<file path="src/rtl/score_pkg.sv">
// Shared definitions for the score tracker: FSM encoding, BCD sizing and the
// shift-add-3 digit correction used by the iterative converter.
package score_pkg;

  typedef enum logic [1:0] {
    ST_IDLE     = 2'd0,
    ST_PLAYING  = 2'd1,
    ST_FINISHED = 2'd2
  } state_t;

  localparam int         BCD_DIGITS  = 4;
  localparam logic [3:0] ADD3_THRESH = 4'd5;

  // Any digit at 5 or above gets +3 so the following left shift carries into the next digit.
  function automatic logic [4*BCD_DIGITS-1:0] bcd_add3(input logic [4*BCD_DIGITS-1:0] v);
    logic [4*BCD_DIGITS-1:0] r;
    r = v;
    for (int i = 0; i < BCD_DIGITS; i++) begin
      if (v[4*i +: 4] >= ADD3_THRESH) r[4*i +: 4] = v[4*i +: 4] + 4'd3;
    end
    return r;
  endfunction

endpackage

</file>
<file path="src/rtl/bin2bcd_seq.sv">
// Iterative binary-to-BCD converter (shift-add-3), one bit per cycle.
// A start while busy aborts the current conversion and reloads; bcd holds the last finished result.
module bin2bcd_seq
  import score_pkg::*;
#(
  parameter int W = 12
) (
  input  logic                    clk,
  input  logic                    reset,
  input  logic                    start,
  input  logic [W-1:0]            bin,
  output logic [4*BCD_DIGITS-1:0] bcd,
  output logic                    busy,
  output logic                    done
);

  localparam int CNT_W = $clog2(W + 1);

  logic [W-1:0]            r_bin;
  logic [4*BCD_DIGITS-1:0] r_work;
  logic [4*BCD_DIGITS-1:0] r_bcd;
  logic [CNT_W-1:0]        r_cnt;
  logic                    r_busy;
  logic                    r_done;
  logic [4*BCD_DIGITS-1:0] w_adj;
  logic [4*BCD_DIGITS-1:0] w_shift;

  assign w_adj   = bcd_add3(r_work);
  assign w_shift = {w_adj[4*BCD_DIGITS-2:0], r_bin[W-1]};

  always_ff @(posedge clk) begin
    if (reset) begin
      r_bin  <= '0;
      r_work <= '0;
      r_bcd  <= '0;
      r_cnt  <= '0;
      r_busy <= 1'b0;
      r_done <= 1'b0;
    end else begin
      r_done <= 1'b0;
      if (start) begin
        r_bin  <= bin;
        r_work <= '0;
        r_cnt  <= CNT_W'(W);
        r_busy <= 1'b1;
      end else if (r_busy) begin
        r_work <= w_shift;
        r_bin  <= r_bin << 1;
        r_cnt  <= r_cnt - CNT_W'(1);
        if (r_cnt == CNT_W'(1)) begin
          r_busy <= 1'b0;
          r_done <= 1'b1;
          r_bcd  <= w_shift;
        end
      end
    end
  end

  assign bcd  = r_bcd;
  assign busy = r_busy;
  assign done = r_done;

endmodule

</file>
<file path="src/rtl/score_tracker.sv">
// Game FSM, score/streak/best counters and BCD restart control for the whack-a-mole score path.
// Optional build macro MISS_PENALTY_EN: a miss while playing also takes one point (floored at 0).
module score_tracker
  import score_pkg::*;
#(
  parameter int SCORE_W      = 12,
  parameter int STREAK_W     = 8,
  parameter int BONUS_THRESH = 5,
  parameter int BONUS_PTS    = 2
) (
  input  logic                clk,
  input  logic                reset,
  input  logic                game_start,
  input  logic                hit,
  input  logic                miss,
  input  logic                gameover,
  output logic [SCORE_W-1:0]  score,
  output logic [STREAK_W-1:0] streak,
  output logic [SCORE_W-1:0]  best_score,
  output logic                new_best,
  output logic [15:0]         score_bcd,
  output logic                bcd_valid
);

  // Four BCD digits only cover up to 9999.
  if (SCORE_W > 13) begin : g_width_chk
    $error("score_tracker: SCORE_W must be <= 13");
  end

  state_t              r_state;
  logic [SCORE_W-1:0]  r_score;
  logic [STREAK_W-1:0] r_streak;
  logic [SCORE_W-1:0]  r_best;
  logic                r_new_best;
  logic                r_cmp;
  logic                r_start;
  logic                r_bcd_valid;

  logic [SCORE_W:0]    w_sum;
  logic [SCORE_W-1:0]  w_score_hit;
  logic [SCORE_W-1:0]  w_score_nxt;
  logic [STREAK_W-1:0] w_streak_nxt;
  logic                w_busy;
  logic                w_done;

  // Bonus is judged on the streak before this hit counts.
  assign w_sum       = {1'b0, r_score} + ((r_streak >= STREAK_W'(BONUS_THRESH))
                                          ? (SCORE_W+1)'(BONUS_PTS) : (SCORE_W+1)'(1));
  assign w_score_hit = w_sum[SCORE_W] ? '1 : w_sum[SCORE_W-1:0];

  always_comb begin
    w_score_nxt  = r_score;
    w_streak_nxt = r_streak;
    if (game_start) begin
      w_score_nxt  = '0;
      w_streak_nxt = '0;
    end else if (r_state == ST_PLAYING) begin
      if (hit) begin
        w_score_nxt  = w_score_hit;
        w_streak_nxt = (r_streak == '1) ? r_streak : r_streak + STREAK_W'(1);
      end else if (miss) begin
        w_streak_nxt = '0;
`ifdef MISS_PENALTY_EN
        if (r_score != '0) w_score_nxt = r_score - SCORE_W'(1);
`endif
      end
    end
  end

  always_ff @(posedge clk) begin
    if (reset) begin
      r_state     <= ST_IDLE;
      r_score     <= '0;
      r_streak    <= '0;
      r_best      <= '0;
      r_new_best  <= 1'b0;
      r_cmp       <= 1'b0;
      r_start     <= 1'b0;
      r_bcd_valid <= 1'b1;
    end else begin
      r_new_best <= 1'b0;
      r_cmp      <= 1'b0;
      r_start    <= 1'b0;
      r_score    <= w_score_nxt;
      r_streak   <= w_streak_nxt;

      if (game_start) r_state <= ST_PLAYING;
      else if (r_state == ST_PLAYING && gameover) begin
        r_state <= ST_FINISHED;
        r_cmp   <= 1'b1;
      end

      // Compare one cycle after the transition so a same-cycle hit is already in r_score.
      if (r_cmp && (r_score > r_best)) begin
        r_best     <= r_score;
        r_new_best <= 1'b1;
      end

      // A done from a superseded conversion must not raise valid while a restart is pending.
      if (w_score_nxt != r_score) begin
        r_start     <= 1'b1;
        r_bcd_valid <= 1'b0;
      end else if (w_done && !r_start && !w_busy) begin
        r_bcd_valid <= 1'b1;
      end
    end
  end

  bin2bcd_seq #(.W(SCORE_W)) u_bcd (
    .clk   (clk),
    .reset (reset),
    .start (r_start),
    .bin   (r_score),
    .bcd   (score_bcd),
    .busy  (w_busy),
    .done  (w_done)
  );

  assign score      = r_score;
  assign streak     = r_streak;
  assign best_score = r_best;
  assign new_best   = r_new_best;
  assign bcd_valid  = r_bcd_valid;

endmodule

</file>
<file path="config.mk">
export PLATFORM = sky130hd
export DESIGN_NAME = score_tracker
export DESIGN_NICKNAME = d
export VERILOG_FILES = /design/src/rtl/score_pkg.sv /design/src/rtl/bin2bcd_seq.sv /design/src/rtl/score_tracker.sv
export SDC_FILE = /design/constraint.sdc
export NUM_CORES = 1
export LEC_CHECK = 0
export ABC_CLOCK_PERIOD_IN_PS = 3000
export CELL_PAD_IN_SITES_DETAIL_PLACEMENT = 0
export CELL_PAD_IN_SITES_GLOBAL_PLACEMENT = 1
export CORE_ASPECT_RATIO = 0.75
export CORE_MARGIN = 3
export CORE_UTILIZATION = 30
export CTS_BUF_LIST = sky130_fd_sc_hd__clkbuf_2
export CTS_CLUSTER_SIZE = 14
export DETAILED_ROUTE_END_ITERATION = 12
export GPL_TIMING_DRIVEN = 0
export HOLD_SLACK_MARGIN = 0.15
export PLACE_DENSITY_LB_ADDON = 0.05
export SLEW_MARGIN = 40
export SYNTH_ARGS = -nofsm -noshare
export SYNTH_HDL_FRONTEND = slang
export SYNTH_SLANG_ARGS = --single-unit
</file>
<file path="constraint.sdc">
create_clock -name clk -period 3 [get_ports clk]
set_clock_uncertainty 0.1 [all_clocks]
set_input_delay 0.45 -clock clk [delete_from_list [all_inputs] [get_ports clk]]
set_output_delay 0.45 -clock clk [all_outputs]
set_load 0.02 [all_outputs]
</file>
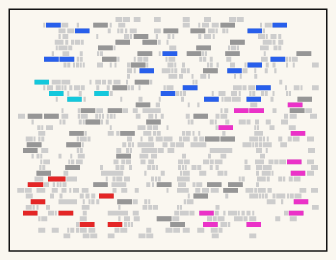
Fig. 1. Sequential cells grouped by signal name (run 1).
magenta -> `best_score`  # flops 12
red -> `streak`  # flops 8, where bottom left
cyan -> `u_bcd.r_cnt`  # flops 4
blue -> `u_bcd.r_work`  # flops 16
not coloured = 48

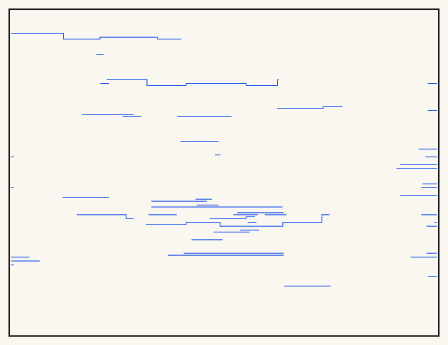
Fig. 2. Met3 routing (run 1).
main direction = horizontal
longest straight run = 46.0 microns
vias post-DR: 4043
DRT Wirelength: 13600 microns

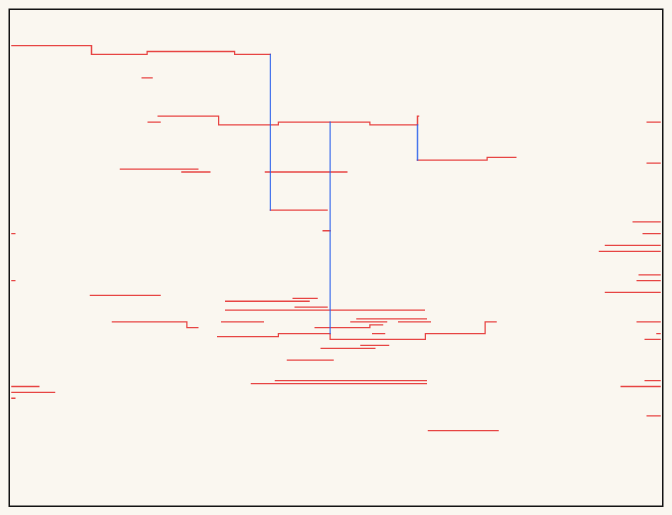
Fig. 3. Signal wires by layer (run 1).
Two of the layers only.
blue -> M4  # wire length 93.2 microns
red -> M3  # wire length 691 microns
drt wl/cell: 16.2 microns
gr usage total: 0.163

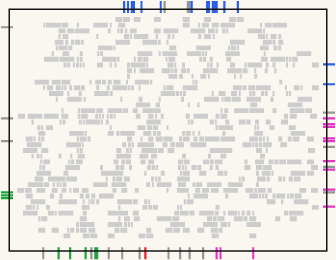
Fig. 4. Ports around the boundary (run 1).
Pins as bars across the die edge, other pins in grey.
blue -> `score_bcd`  # pins 16, direction output, edge 14 top, 2 right
magenta -> `best_score`  # pins 12, direction output, edge 9 right, 3 bottom
red -> `hit`  # pins 1, direction input, edge bottom
green -> `streak`  # pins 8, direction output, edge 5 bottom, 3 left
chip width: 151 microns
die height: 115 microns

==> flow_summary.toml, run 1 <==
# implementation run metrics
[run_status]
status = "completed"

[logic_synthesis]
yosys.cell_types.count = 65
top_area_cell = "dfxtp_1"
ys_chip_area_sq_mm = 0.00472
ys_sh_adder = 0.0758
syn-num-nets = 588
async_reset_ff_frac = 0
ys_sh_simple = 0.236
synthCells = 554
synth.area.mux_share = 0.0763
ys.flop_type = "dfxtp_1"
top_cell_area_share = 0.373
ys_warn_count = 0
yosys-top-cells-area = "dfxtp_1 (37%), mux2i_1 (7.6%), ha_1 (7.2%)"
top_logic_kind = "simple AND/OR/NAND/NOR gates"
yosys.area_share.aoi = 0.152
synth_seq_share = 0.373
syn_area_sq_mm = 0.00472

[place]
port_buffers = 53
gp_congestion = 0.819
dp_hpwl_microns = 9920

[final_timing]
max_freq_ghz = 0.343
slew_headroom = 0.555
setup_viol = 0
rsz0062_at_grt = "true"
worst_pin_slew_ns = 0.668
min_period_ns = 2.91

[setup_path]
critPathKind = "reg -> reg"
cp-end-kind = "flop"
start_kind = "flop"
worstPathArrival_ns = 3.36
worstPathMaxFanout = 5
critPathRequiredTime_ns = 3.45

[cells_and_area]
finalInstanceArea_sq_mm = 0.00585
mostFrequentLayoutCells = "dfxtp_1 (86), nor2_1 (65), clkdlybuf4s50_1 (53), a21oi_1 (51), nand2_1 (47)"
nets = 665
post-route-util = 0.382
syn_to_final_growth_pct = 23.9
drive_gt1_frac = 0.126

[power]
p_leak_nw = 2.13
power_mw = 2.12
power.density_mw_per_mm2 = 363
vdd_drop_max_mv = 0.159

[route]
drt_iter0_drc = 192
via_per_inst = 4.81
dr.pass1.iters = 4

[global_routing]
grt_pass1_vias = 3861
grt_first_pass_wirelength_microns = 21900
gr-total-overflow = 0

[die]
die-area_sq_mm = 0.0173
num_io_pins = 56
core_sq_mm = 0.0153
rows = 39

[clock_tree]
clkLatencyLatePin_ns = 0.62
path_clk_slew_ns = 0.25
clk_path_buf_depth = 2
numCtsBuffers = 9
cts_setup_buffers = 8
htreeDepth = 3
hold_buffers = 1

[job]
cap_viol_max_count = 0
warnings = 34
==> run 1: critical path, stage by stage (launching register included) <==
cell and delay [ns]:
dfxtp_4 0.42, inv_4 0.04, ha_4 0.14, inv_2 0.04, o21ai_2 0.05, nand3_2 0.12
inv_2 0.06, ha_4 0.16, fa_2 0.40, nand3_4 0.11, nor2_4 0.06, a32o_1 0.26
a221o_1 0.39, nor4_4 0.33, a21o_1 0.16
==> run 1: metal layers <==
layer / GRT usage / wire length [microns] / vias up
li1: - / - / 2076
met3: 0.0443 / 691 / 7
met2: 0.226 / 5420 / 81
met1: 0.251 / 7400 / 1879
met5: 0 / 0 / -
met4: 0.0344 / 93 / 0
==> run 1: area by class of cell <==
| cell class | instances | area, sq um |
|---|---|---|
| Buffer | 32 | 161 |
| Tap cell | 205 | 256 |
| Multi-Input combinational cell | 400 | 2770 |
| Timing Repair Buffer | 66 | 638 |
| Clock buffer | 10 | 50.0 |
| Sequential cell | 88 | 1770 |
| Fill cell | 1596 | 9470 |
| Clock inverter | 6 | 82.6 |
| Inverter | 34 | 133 |
==> run 1: metrics by stage <==
step / hold WS [ns] / setup slack [ns] / cells
4_1_cts: 0.181 / 0.00327 / 837
3_5_place_dp: 0.353 / -0.357 / 812
3_3_place_gp: 0.345 / -0.360 / 812
2_1_floorplan: 0.344 / 0.00255 / 554
6_report: 0.224 / 0.0868 / 841
5_1_grt: 0.185 / -0.0771 / 841
==> run 1: Yosys cell counts, drive strengths merged (2+ instances only) <==
library cell / count
xor2: 6
or2: 2
ha: 27
a311oi: 5
and4: 4
and3: 8
a41oi: 3
nor2: 66
buf: 13
o21ai: 17
nand4: 7
mux2i: 36
or3: 3
nor3: 8
nand2b: 28
clkbuf: 19
nand3: 12
dfxtp: 88
nor3b: 4
or2b: 3
nor4: 5
xnor2: 8
nand3b: 4
a21o: 4
a211oi: 14
nor2b: 4
inv: 34
a21oi: 54
a221o: 2
nand2: 47
==> run 1: sequential cells by signal, summed over array words and instances (netlist names) <==
| signal | flops |
|---|---|
| score | 12 |
| r_cmp | 1 |
| best_score | 12 |
| r_start | 1 |
| u_bcd.r_bin | 12 |
| u_bcd.r_work | 16 |
| u_bcd.bcd | 16 |
| new_best | 1 |
| u_bcd.done | 1 |
| streak | 8 |
| u_bcd.r_cnt | 4 |
| r_state | 2 |
| u_bcd.busy | 1 |
| bcd_valid | 1 |
==> run 1: power by group <==
group | total (mW) | internal (mW) | switching (mW)
Sequential | 1.21 | 1.19 | 0.0160
Combinational | 0.196 | 0.0771 | 0.119
Clock | 0.721 | 0.277 | 0.444
==> run 1: worst paths after layout <==
path	startpoint	end	slack (ns)	depth (start not counted)
worst max-delay path	streak[0]$_SDFFE_PP0P_	bcd_valid$_SDFFE_PP1P_	0.09	14
worst min-delay path	reset	best_score[2]$_SDFFE_PP0P_	0.22	3
worst max register to register	streak[0]$_SDFFE_PP0P_	bcd_valid$_SDFFE_PP1P_	0.09	14
worst min register to register	u_bcd.bcd[2]$_SDFFE_PP0P_	u_bcd.bcd[2]$_SDFFE_PP0P_	0.38	2
Fig. 5: run 1, routing congestion
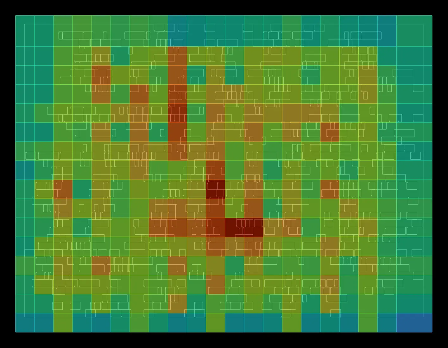

## Run 2: what changed since run 1
- ABC_CLOCK_PERIOD_IN_PS: 3000 -> 3400
- clock period: 3 -> 3.4 ns (I/O delays scaled with it)
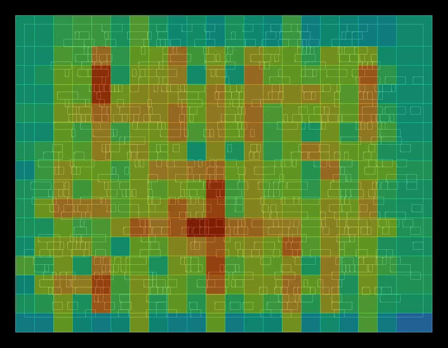
Fig. 6. Routing congestion (run 2).
drt wl/cell: 15.9 microns
routing usage on met1: 0.243
gr usage total: 0.160

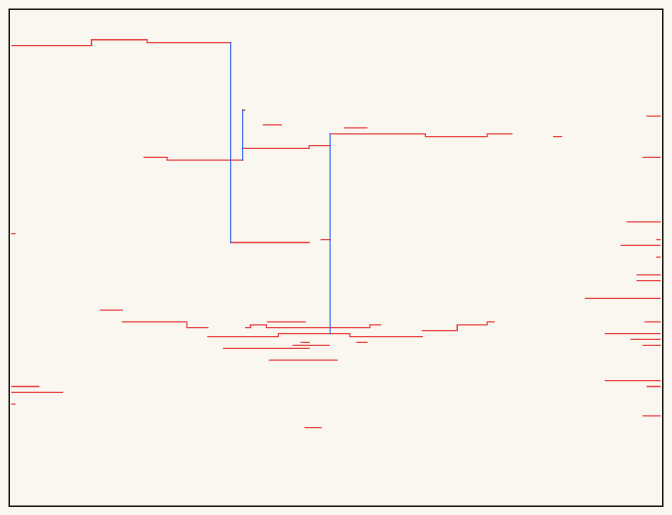
Fig. 7. Signal wires by layer (run 2).
Two of the layers only.
blue -> M4  # wire length 104 microns
red -> M3  # wire length 480 microns
DRT Wirelength: 13200 microns
vias post-DR: 3995

==> flow_summary.toml, run 2 <==
# implementation run metrics
[run_status]
status = "completed"

[logic_synthesis]
async_reset_ff_frac = 0
ys_warn_count = 0
synth_seq_share = 0.373
syn-num-nets = 588
ys.flop_type = "dfxtp_1"
yosys-top-cells-area = "dfxtp_1 (37%), mux2i_1 (7.6%), ha_1 (7.2%)"
syn_area_sq_mm = 0.00472
yosys.cell_types.count = 65
top_area_cell = "dfxtp_1"
yosysMostFrequentCell = "dfxtp_1"
common_cells = "dfxtp_1 (88), nor2_1 (65), a21oi_1 (54)"
top_cell_area_share = 0.373
yosys_cells = 554
ys_chip_area_sq_mm = 0.00472
synthCells = 554

[setup_path]
crit_path_frequent_cell = "inv_1"
worstPathCellList = "inv_1, ha_1, inv_1, o21ai_0, nand3_2, inv_1, ha_1, fa_2, nand3_1, nor2_2, a32o_1, a221o_1, nor4_4, a21o_1"
worst_path_max_delay_cell = "dfxtp_4"
critPathRequiredTime_ns = 3.85
cp-end-kind = "flop"
max_stage_delay_ns = 0.42
reg2reg_slack_ns = 0.27
start_kind = "flop"
worstPathArrival_ns = 3.59
critPathKind = "reg -> reg"

[route]
dr.pass1.iters = 4
wl_met3_microns = 479
route.top_layer_used = "met4"
wl_met1_microns = 7150
via_per_inst = 4.81
drt_iter0_drc = 218
wl_met2_microns = 5500
drc = 0

[clock_tree]
numCtsBuffers = 9
clk_path_buf_depth = 2
htreeDepth = 3
path_clk_slew_ns = 0.24
clkLatencyLatePin_ns = 0.60

[global_routing]
gr-total-overflow = 0
grt_pass1_vias = 3910
grt_first_pass_wirelength_microns = 21400

[place]
dp_slack_ns = -0.0171
dp_hpwl_microns = 9870
port_buffers = 53
gp_congestion = 0.778

[power]
p_leak_nw = 2.09
power_mw = 1.92
power.density_mw_per_mm2 = 336
vdd_drop_max_mv = 0.219

[final_timing]
worst_pin_slew_ns = 0.633
setup_viol = 0
slew_headroom = 0.578
worst_slack_ns = 0.268
max_freq_ghz = 0.319
min_period_ns = 3.13
rsz0062_at_grt = "false"
finalMaxSlewViolations = 0

[cells_and_area]
fillers = 1586
post-route-util = 0.373
ff_latch_area_sq_mm = 0.00177
syn_to_final_growth_pct = 21.1
antenna_cells = 0
drive_gt1_frac = 0.0895
mostFrequentLayoutCells = "dfxtp_1 (86), nor2_1 (65), a21oi_1 (54), clkdlybuf4s50_1 (53), nand2_1 (47)"
finalInstanceArea_sq_mm = 0.00572
nets = 656
layout.area.comb_sq_mm = 0.00270

[job]
warnings = 33
cap_viol_max_count = 0

[die]
core_sq_mm = 0.0153
rows = 39
chipHeight_microns = 115
die-area_sq_mm = 0.0173
num_io_pins = 56
fp.dieW_microns = 151
==> run 2: cell counts after synthesis <==
No cell type changed its count.
==> run 2: path summary, 6_finish.rpt <==
path / start / cells past startpoint / endpoint
worst min register to register: u_bcd.bcd[10]$_SDFFE_PP0P_ / 2 / u_bcd.bcd[10]$_SDFFE_PP0P_
worst max-delay path: streak[0]$_SDFFE_PP0P_ / 14 / bcd_valid$_SDFFE_PP1P_
worst max register to register: streak[0]$_SDFFE_PP0P_ / 14 / bcd_valid$_SDFFE_PP1P_
worst min-delay path: reset / 3 / best_score[2]$_SDFFE_PP0P_
==> run 2: per-layer routing <==
layer / vias up / global-route usage
met5: - / 0
met4: 0 / 0.0326
met3: 9 / 0.0463
met2: 58 / 0.224
met1: 1875 / 0.243
li1: 2053 / -
==> run 2: what timing repair did <==
| action | CTS | global route |
|---|---|---|
| endpoints found under the setup margin | 2 | 2 |
| resized | 3 | 3 |
| hold buffers | 1 | 0 |
| pin swaps | 0 | 1 |
| endpoints found under the hold margin | 1 | 0 |
| buffers inserted | 0 | 3 |
==> run 2: through the flow <==
step | TNS (ns) | hold slack, ns | instances
2_1_floorplan | 0 | 0.344 | 554
3_3_place_gp | -0.0438 | 0.345 | 812
3_5_place_dp | -0.0252 | 0.355 | 812
4_1_cts | 0 | 0.245 | 828
5_1_grt | 0 | 0.283 | 831
6_report | 0 | 0.280 | 831
==> run 2: logic make-up (layout without fill, tap and decap cells) <==
family | Yosys count | after routing | share of synthesized area
AOI/OAI and AO/OA | 112 | 112 | 0.152
xor gates and xnor gates | 14 | 14 | 0.0260
adders and majority gates | 28 | 28 | 0.0758
buffers and inverters | 66 | 138 | 0.0609
DFF | 88 | 88 | 0.373
muxes | 36 | 36 | 0.0763
and+or+nand+nor | 210 | 210 | 0.236
==> run 2: critical path: cells and delay by family, from the launching register on <==
kind	cells	cell delay, ns
flip-flops	1	0.42
adder cells (fa/ha/maj)	3	0.81
buffers and inverters	3	0.17
AND/OR/NAND/NOR	4	0.75
AND-OR/OR-AND	4	0.84
==> run 2: area by class of cell <==
cell class | instances | area share
plain buffers | 32 | 0.0282
clock buffers | 11 | 0.00963
clock inverters | 4 | 0.0164
inverters | 34 | 0.0223
multi-input cells | 400 | 0.471
flip-flops and latches | 88 | 0.309
well taps | 205 | 0.0448
repair buffers | 57 | 0.0984
==> run 2: report_power, final <==
part           switching, mW  internal (mW)  total (mW)
Clock                  0.374          0.317       0.691
Combinational          0.103         0.0649       0.168
Sequential            0.0142           1.05        1.06
Total                  0.492           1.43        1.92
Power and IR drop assume default switching activity.
